## config.mk

```make
export PLATFORM = sky130hd
export DESIGN_NAME = ppi_strobed_port
export DESIGN_NICKNAME = d
export VERILOG_FILES = /design/src/rtl/ppi_strobed_port.sv
export SDC_FILE = /design/constraint.sdc
export NUM_CORES = 1
export LEC_CHECK = 0
export CORE_MARGIN = 2
export CORE_UTILIZATION = 40
export CTS_BUF_LIST = sky130_fd_sc_hd__clkbuf_8
export DETAILED_ROUTE_END_ITERATION = 8
export GPL_TIMING_DRIVEN = 1
export SLEW_MARGIN = 10
export SYNTH_ARGS = -nofsm -noshare
export SYNTH_HDL_FRONTEND = slang
export SYNTH_SLANG_ARGS = --single-unit
```

## constraint.sdc

```tcl
create_clock -name clk -period 3.7 [get_ports clk]
set_input_delay 1.11 -clock clk [delete_from_list [all_inputs] [get_ports clk]]
set_output_delay 1.11 -clock clk [all_outputs]
set_load 0.05 [all_outputs]
```

## src/rtl/ppi_strobed_port.sv

```systemverilog
// Strobed parallel port: CPU register interface with one FIFO per direction and synchronised peripheral handshakes.
// Optional interrupt logic is built when PPI_STROBED_PORT_INTR_EN is defined.
module ppi_strobed_port #(
    parameter int WIDTH = 8,
    parameter int DEPTH = 4
) (
    input  logic             clk,
    input  logic             reset,
    input  logic             rdb,
    input  logic             wrb,
    input  logic [1:0]       address,
    input  logic [WIDTH-1:0] data_in,
    output logic [WIDTH-1:0] data_out,
    input  logic [WIDTH-1:0] port_in,
    input  logic             stbb,
    input  logic             ackb,
    output logic [WIDTH-1:0] port_out,
    output logic             port_oe,
    output logic             ibf,
    output logic             obfb,
    output logic             intr
);
    localparam int AW = (DEPTH > 1) ? $clog2(DEPTH) : 1;
    localparam logic [AW:0] FULL_CNT = (AW+1)'(DEPTH);

    logic stb_s1, stb_s2, stb_d, ack_s1, ack_s2, ack_d, rdb_d, wrb_d;
    logic [WIDTH-1:0] in_mem [DEPTH];
    logic [WIDTH-1:0] out_mem [DEPTH];
    logic [AW-1:0] in_wp, in_rp, out_wp, out_rp;
    logic [AW:0] in_cnt, out_cnt;
    logic in_ovf, out_ovf, rd_unf;
    logic rd_stb, wr_stb, st_clr;
    logic in_push, in_pop_req, in_pop, in_wr, in_ne, in_full;
    logic out_push, out_pop, out_wr, out_ne, out_full;
    logic [WIDTH-1:0] status_word, ctrl_word, rd_word;

    assign rd_stb     = rdb_d & ~rdb;
    assign wr_stb     = wrb_d & ~wrb;
    assign st_clr     = rd_stb && (address == 2'd1);

    assign in_ne      = (in_cnt != '0);
    assign in_full    = (in_cnt == FULL_CNT);
    assign in_push    = stb_d & ~stb_s2;
    assign in_pop_req = rd_stb && (address == 2'd0);
    assign in_pop     = in_pop_req & in_ne;
    assign in_wr      = in_push & (~in_full | in_pop);

    assign out_ne     = (out_cnt != '0);
    assign out_full   = (out_cnt == FULL_CNT);
    assign out_push   = wr_stb && (address == 2'd0);
    assign out_pop    = ack_s2 & ~ack_d & out_ne;
    assign out_wr     = out_push & (~out_full | out_pop);

    assign ibf      = in_ne;
    assign obfb     = ~out_ne;
    assign port_oe  = ~ack_s2;
    assign port_out = out_ne ? out_mem[out_rp] : '0;

    // Synchronisers idle high so a strobe held low across reset release still produces one edge.
    always_ff @(posedge clk or posedge reset) begin
        if (reset) begin
            stb_s1 <= 1'b1;
            stb_s2 <= 1'b1;
            stb_d  <= 1'b1;
            ack_s1 <= 1'b1;
            ack_s2 <= 1'b1;
            ack_d  <= 1'b1;
            rdb_d  <= 1'b1;
            wrb_d  <= 1'b1;
        end else begin
            stb_s1 <= stbb;
            stb_s2 <= stb_s1;
            stb_d  <= stb_s2;
            ack_s1 <= ackb;
            ack_s2 <= ack_s1;
            ack_d  <= ack_s2;
            rdb_d  <= rdb;
            wrb_d  <= wrb;
        end
    end

    always_ff @(posedge clk) begin
        if (in_wr)  in_mem[in_wp]   <= port_in;
        if (out_wr) out_mem[out_wp] <= data_in;
    end

    always_ff @(posedge clk or posedge reset) begin
        if (reset) begin
            in_wp   <= '0;
            in_rp   <= '0;
            in_cnt  <= '0;
            out_wp  <= '0;
            out_rp  <= '0;
            out_cnt <= '0;
        end else begin
            if (in_wr)  in_wp  <= in_wp + 1'b1;
            if (in_pop) in_rp  <= in_rp + 1'b1;
            if (in_wr && !in_pop)      in_cnt <= in_cnt + 1'b1;
            else if (!in_wr && in_pop) in_cnt <= in_cnt - 1'b1;
            if (out_wr)  out_wp <= out_wp + 1'b1;
            if (out_pop) out_rp <= out_rp + 1'b1;
            if (out_wr && !out_pop)      out_cnt <= out_cnt + 1'b1;
            else if (!out_wr && out_pop) out_cnt <= out_cnt - 1'b1;
        end
    end

    // A flag event in the clearing cycle takes priority over the status-read clear.
    always_ff @(posedge clk or posedge reset) begin
        if (reset) begin
            in_ovf  <= 1'b0;
            out_ovf <= 1'b0;
            rd_unf  <= 1'b0;
        end else begin
            in_ovf  <= (in_push & in_full & ~in_pop) | (in_ovf & ~st_clr);
            out_ovf <= (out_push & out_full & ~out_pop) | (out_ovf & ~st_clr);
            rd_unf  <= (in_pop_req & ~in_ne) | (rd_unf & ~st_clr);
        end
    end

`ifdef PPI_STROBED_PORT_INTR_EN
    logic inte_in, inte_out, intr_q;

    always_ff @(posedge clk or posedge reset) begin
        if (reset) begin
            inte_in  <= 1'b0;
            inte_out <= 1'b0;
            intr_q   <= 1'b0;
        end else begin
            if (wr_stb && (address == 2'd2)) begin
                inte_in  <= data_in[0];
                inte_out <= data_in[1];
            end
            intr_q <= (inte_in & in_ne) | (inte_out & ~out_ne);
        end
    end

    assign intr = intr_q;
`else
    assign intr = 1'b0;
`endif

    always_comb begin
        status_word      = '0;
        status_word[7:0] = {intr, rd_unf, out_ovf, in_ovf, out_full, out_ne, in_full, in_ne};
        ctrl_word        = '0;
`ifdef PPI_STROBED_PORT_INTR_EN
        ctrl_word[1:0]   = {inte_out, inte_in};
`endif
        case (address)
            2'd0:    rd_word = in_ne ? in_mem[in_rp] : '0;
            2'd1:    rd_word = status_word;
            2'd2:    rd_word = ctrl_word;
            default: rd_word = '0;
        endcase
    end

    always_ff @(posedge clk or posedge reset) begin
        if (reset)       data_out <= '0;
        else if (rd_stb) data_out <= rd_word;
    end
endmodule

```

Metal 1:
Drawn at 4 px/µm. Supply wires on this layer in grey.
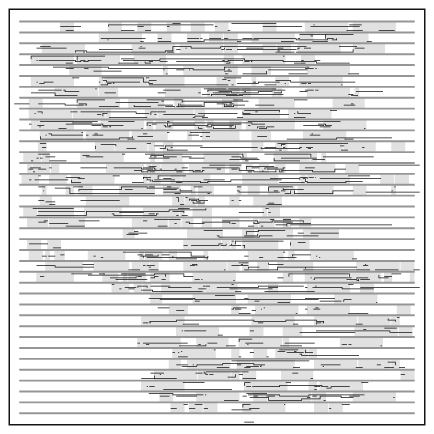
- main direction: horizontal
- wire length on this layer: 3150 µm
- longest straight run: 30.8 µm
- share of all routed wire: 48%
global routing met1 resource utilization: 18.9%
detailed-route wire length: 6630 µm
number of vias after detailed routing: 1985

Port wiring:
Drawn at 3 px/µm.
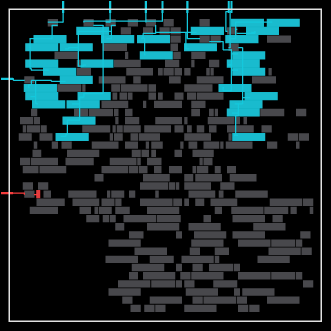
- `port_in`: cyan (direction input; edge 7 top, 1 left; end cells 32; buffers 8; wire 377 µm)
- `reset`: red (direction input; edge left; end cells 1; buffers 1; wire 6.00 µm)

==> notes.md <==
Implementation summary

The run finished with clean final reports. met2 is the most crowded layer. The sequential cell area fraction in the yosys report is 69.6%. With fillers left out, the area of the finished cells amounts to 0.00475 mm². The Yosys chip area is 0.00396 mm². The number of buffers inserted for hold repair after clock tree synthesis is 0.

Global routing consumed, on the met2 layer, 20.8% of the routing resources. The post-route report lists met1 wire length as 3150 µm. Entering global routing, the biggest net connects 34 pins. The post-detailed-route wirelength per cell is 15.8 µm. The maximum buffer depth of the clock tree is 2. Per the slew report, the remaining headroom to the max-slew limit stands at 39.0%. Measured against the total synthesized area, the mux share comes to 10.3%. The launch instance of the worst register-to-register path is rdb_d. The number of cell instances on the worst register-to-register path is 6. The slowest cell on the critical path is sky130_fd_sc_hd__clkdlybuf4s50_1. The number of global-route vias before repair is 2143. The post-detailed-route via-to-cell ratio is 4.73. In this run the cell area measured after placement is 0.00456 mm². The transition time recorded at the tightest slew-check pin is 0.903 ns.

The routed length on met3 is 211 µm. The horizontal die dimension is 104 µm. The worst hold path belongs to the class reg -> reg.

The main area contributors are sky130_fd_sc_hd__edfxtp_1 (49%), sky130_fd_sc_hd__dfrtp_1 (16%), sky130_fd_sc_hd__mux4_2 (8.5%), sky130_fd_sc_hd__dfstp_2 (5.3%), sky130_fd_sc_hd__ha_1 (3.2%). The clock insertion delay at the later pin of the skew report is 0.35 ns. The tool flagged a number of max-cap violations equal to 0.

The floorplan has 36 rows. The count of cells in the finished layout, fillers not included, comes to 420. The share of flip-flops with an asynchronous set or reset after synthesis is 34.0%.

The total CTS buffers is 9. The OpenROAD report gives the critical path a required time of 2.59 ns. The critical path startpoint category is a register. The global route stage reports its total congestion overflow as 0. Input and output buffers added on the ports amount to 42. sky130_fd_sc_hd__edfxtp_1 takes more of the synthesized area than any other cell.

The count of library flops with an enable pin is 64. The die is 104 µm tall. Per the cell usage report, the commonest logic cells after layout are sky130_fd_sc_hd__edfxtp_1 (64), sky130_fd_sc_hd__clkdlybuf4s50_1 (42), sky130_fd_sc_hd__dfrtp_1 (25), sky130_fd_sc_hd__inv_1 (19), sky130_fd_sc_hd__and2_1 (16). The final timing report derives a shortest allowable period of 3.39 ns. IR analysis of the VDD net gives a maximum drop of 0.000317 V. The number of cells on the critical path is 3. The global routing usage on met3 is 2.64%.

The violation tally recorded at the end of detailed-routing iteration 0 is 59. Counting every instance in the synthesized netlist gives 230. Yosys reports that the most numerous cell types are sky130_fd_sc_hd__edfxtp_1 (64), sky130_fd_sc_hd__dfrtp_1 (25), sky130_fd_sc_hd__inv_1 (18).

The xor-xnor portion of the synthesized cell area is 2.65%. The post-route netlist has 18.5% of its cells at a drive strength greater than 1. The worst path meets setup with 0.307 ns of slack. The report lists the cells along the critical path as or3_1, and2_1, clkdlybuf4s50_1. The highest clock rate this design can be run at is 295 MHz. The power per unit of standard cell area is 698 mW/mm². The number of warnings reported in the stage logs is 32. The count of cells along the worst hold path is 0.

The area overhead of the layout relative to synthesis is 19.9%. The startpoint identified for the worst hold timing path is stb_s1. The CTS tree is yes. The class of the most critical setup path is reg -> out. During I/O placement, the number of pins put on the boundary was 44. In this run, placement finished with an instance count of 404.

The number of nets in the synthesized netlist is 266. Together, buffers and inverters on the worst path number 1. The arrival time of data at the critical path endpoint is 2.28 ns. The area fraction of the dominant cell type after synthesis is 48.5%.

The worst slack at placement is 0.224 ns. The synthesis log from Yosys contains 0 warnings. After clock tree synthesis, the repair step resized 0 gates. For this run, the leading register cell type out of synthesis is sky130_fd_sc_hd__edfxtp_1. At the end of routability-driven placement, the weighted congestion stood at 0.786.

The clock tree synthesis step divided the H-tree into 3 levels. The first-pass detailed-route iteration total is 4. The residual antenna-violating net count after detailed routing is 0. Adding up every negative setup slack in the final design gives 0 ns. In the routed design, unresolved DRC markers number 0. The count of endpoints failing setup in the final report is 0. The number of antenna cells inserted is 0. The worst setup skew after layout is 0.0104 ns.

Detailed placement ended at an HPWL of 4700 µm. Per the synthesis report, the adder-cell share of the synthesized area is 4.17%. The initial antenna violation count is 0.

The most common cell in the synthesized netlist is sky130_fd_sc_hd__edfxtp_1.
Cell density map:
Drawn at 4 px/µm. 10 x 10 tiles, from dark blue (low) to red (high), 0 to 100% covered.
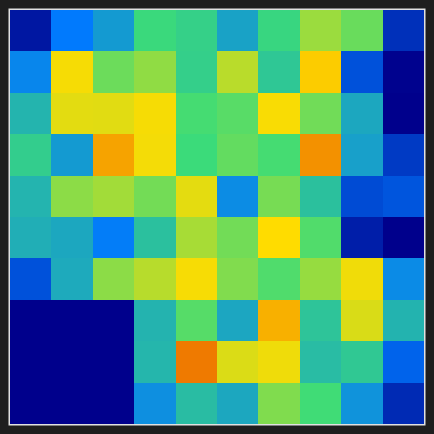
- nearly empty tiles: 12%
- tiles over 75% full: 5.0%
- fullest tile: 86%
- emptiest ninth of the die: bottom left

Cell outlines without signal wires:
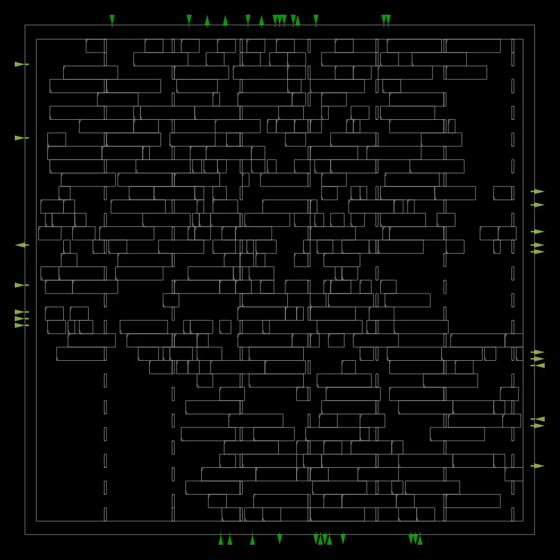
utilization after layout: 49.1%
number of well taps: 133
Std-Cell Core Area: 0.00968 mm²
number of filler cells placed in the layout: 815
registers: 97

report_power, final:
| part | leakage (µW) | total [µW] | internal [µW] | switching, µW |
|---|---|---|---|---|
| logic | 0.000679 | 1140 | 519 | 625 |
| registers | 0.000973 | 1510 | 1330 | 176 |
| clock network | 0.000105 | 664 | 312 | 352 |
| total | 0.00176 | 3320 | 2160 | 1150 |
area by class of cell:
class	instances	area, µm²
timing repair buffer	49	473
clock buffer	9	124
inverter	18	67.6
multi-input combinational	107	1090
sequential	97	2760
fill	815	4930
tap	133	166
clock inverter	7	70.1
metrics by stage:
| step | hold slack, ns | power [µW] |
|---|---|---|
| after floorplan | 0.345 | 2340 |
| after global placement | 0.346 | 2690 |
| after detailed placement | 0.349 | 2700 |
| after CTS | 0.361 | 3370 |
| after global routing | 0.366 | 3520 |
| final | 0.360 | 3320 |
Power and IR drop assume default switching activity.
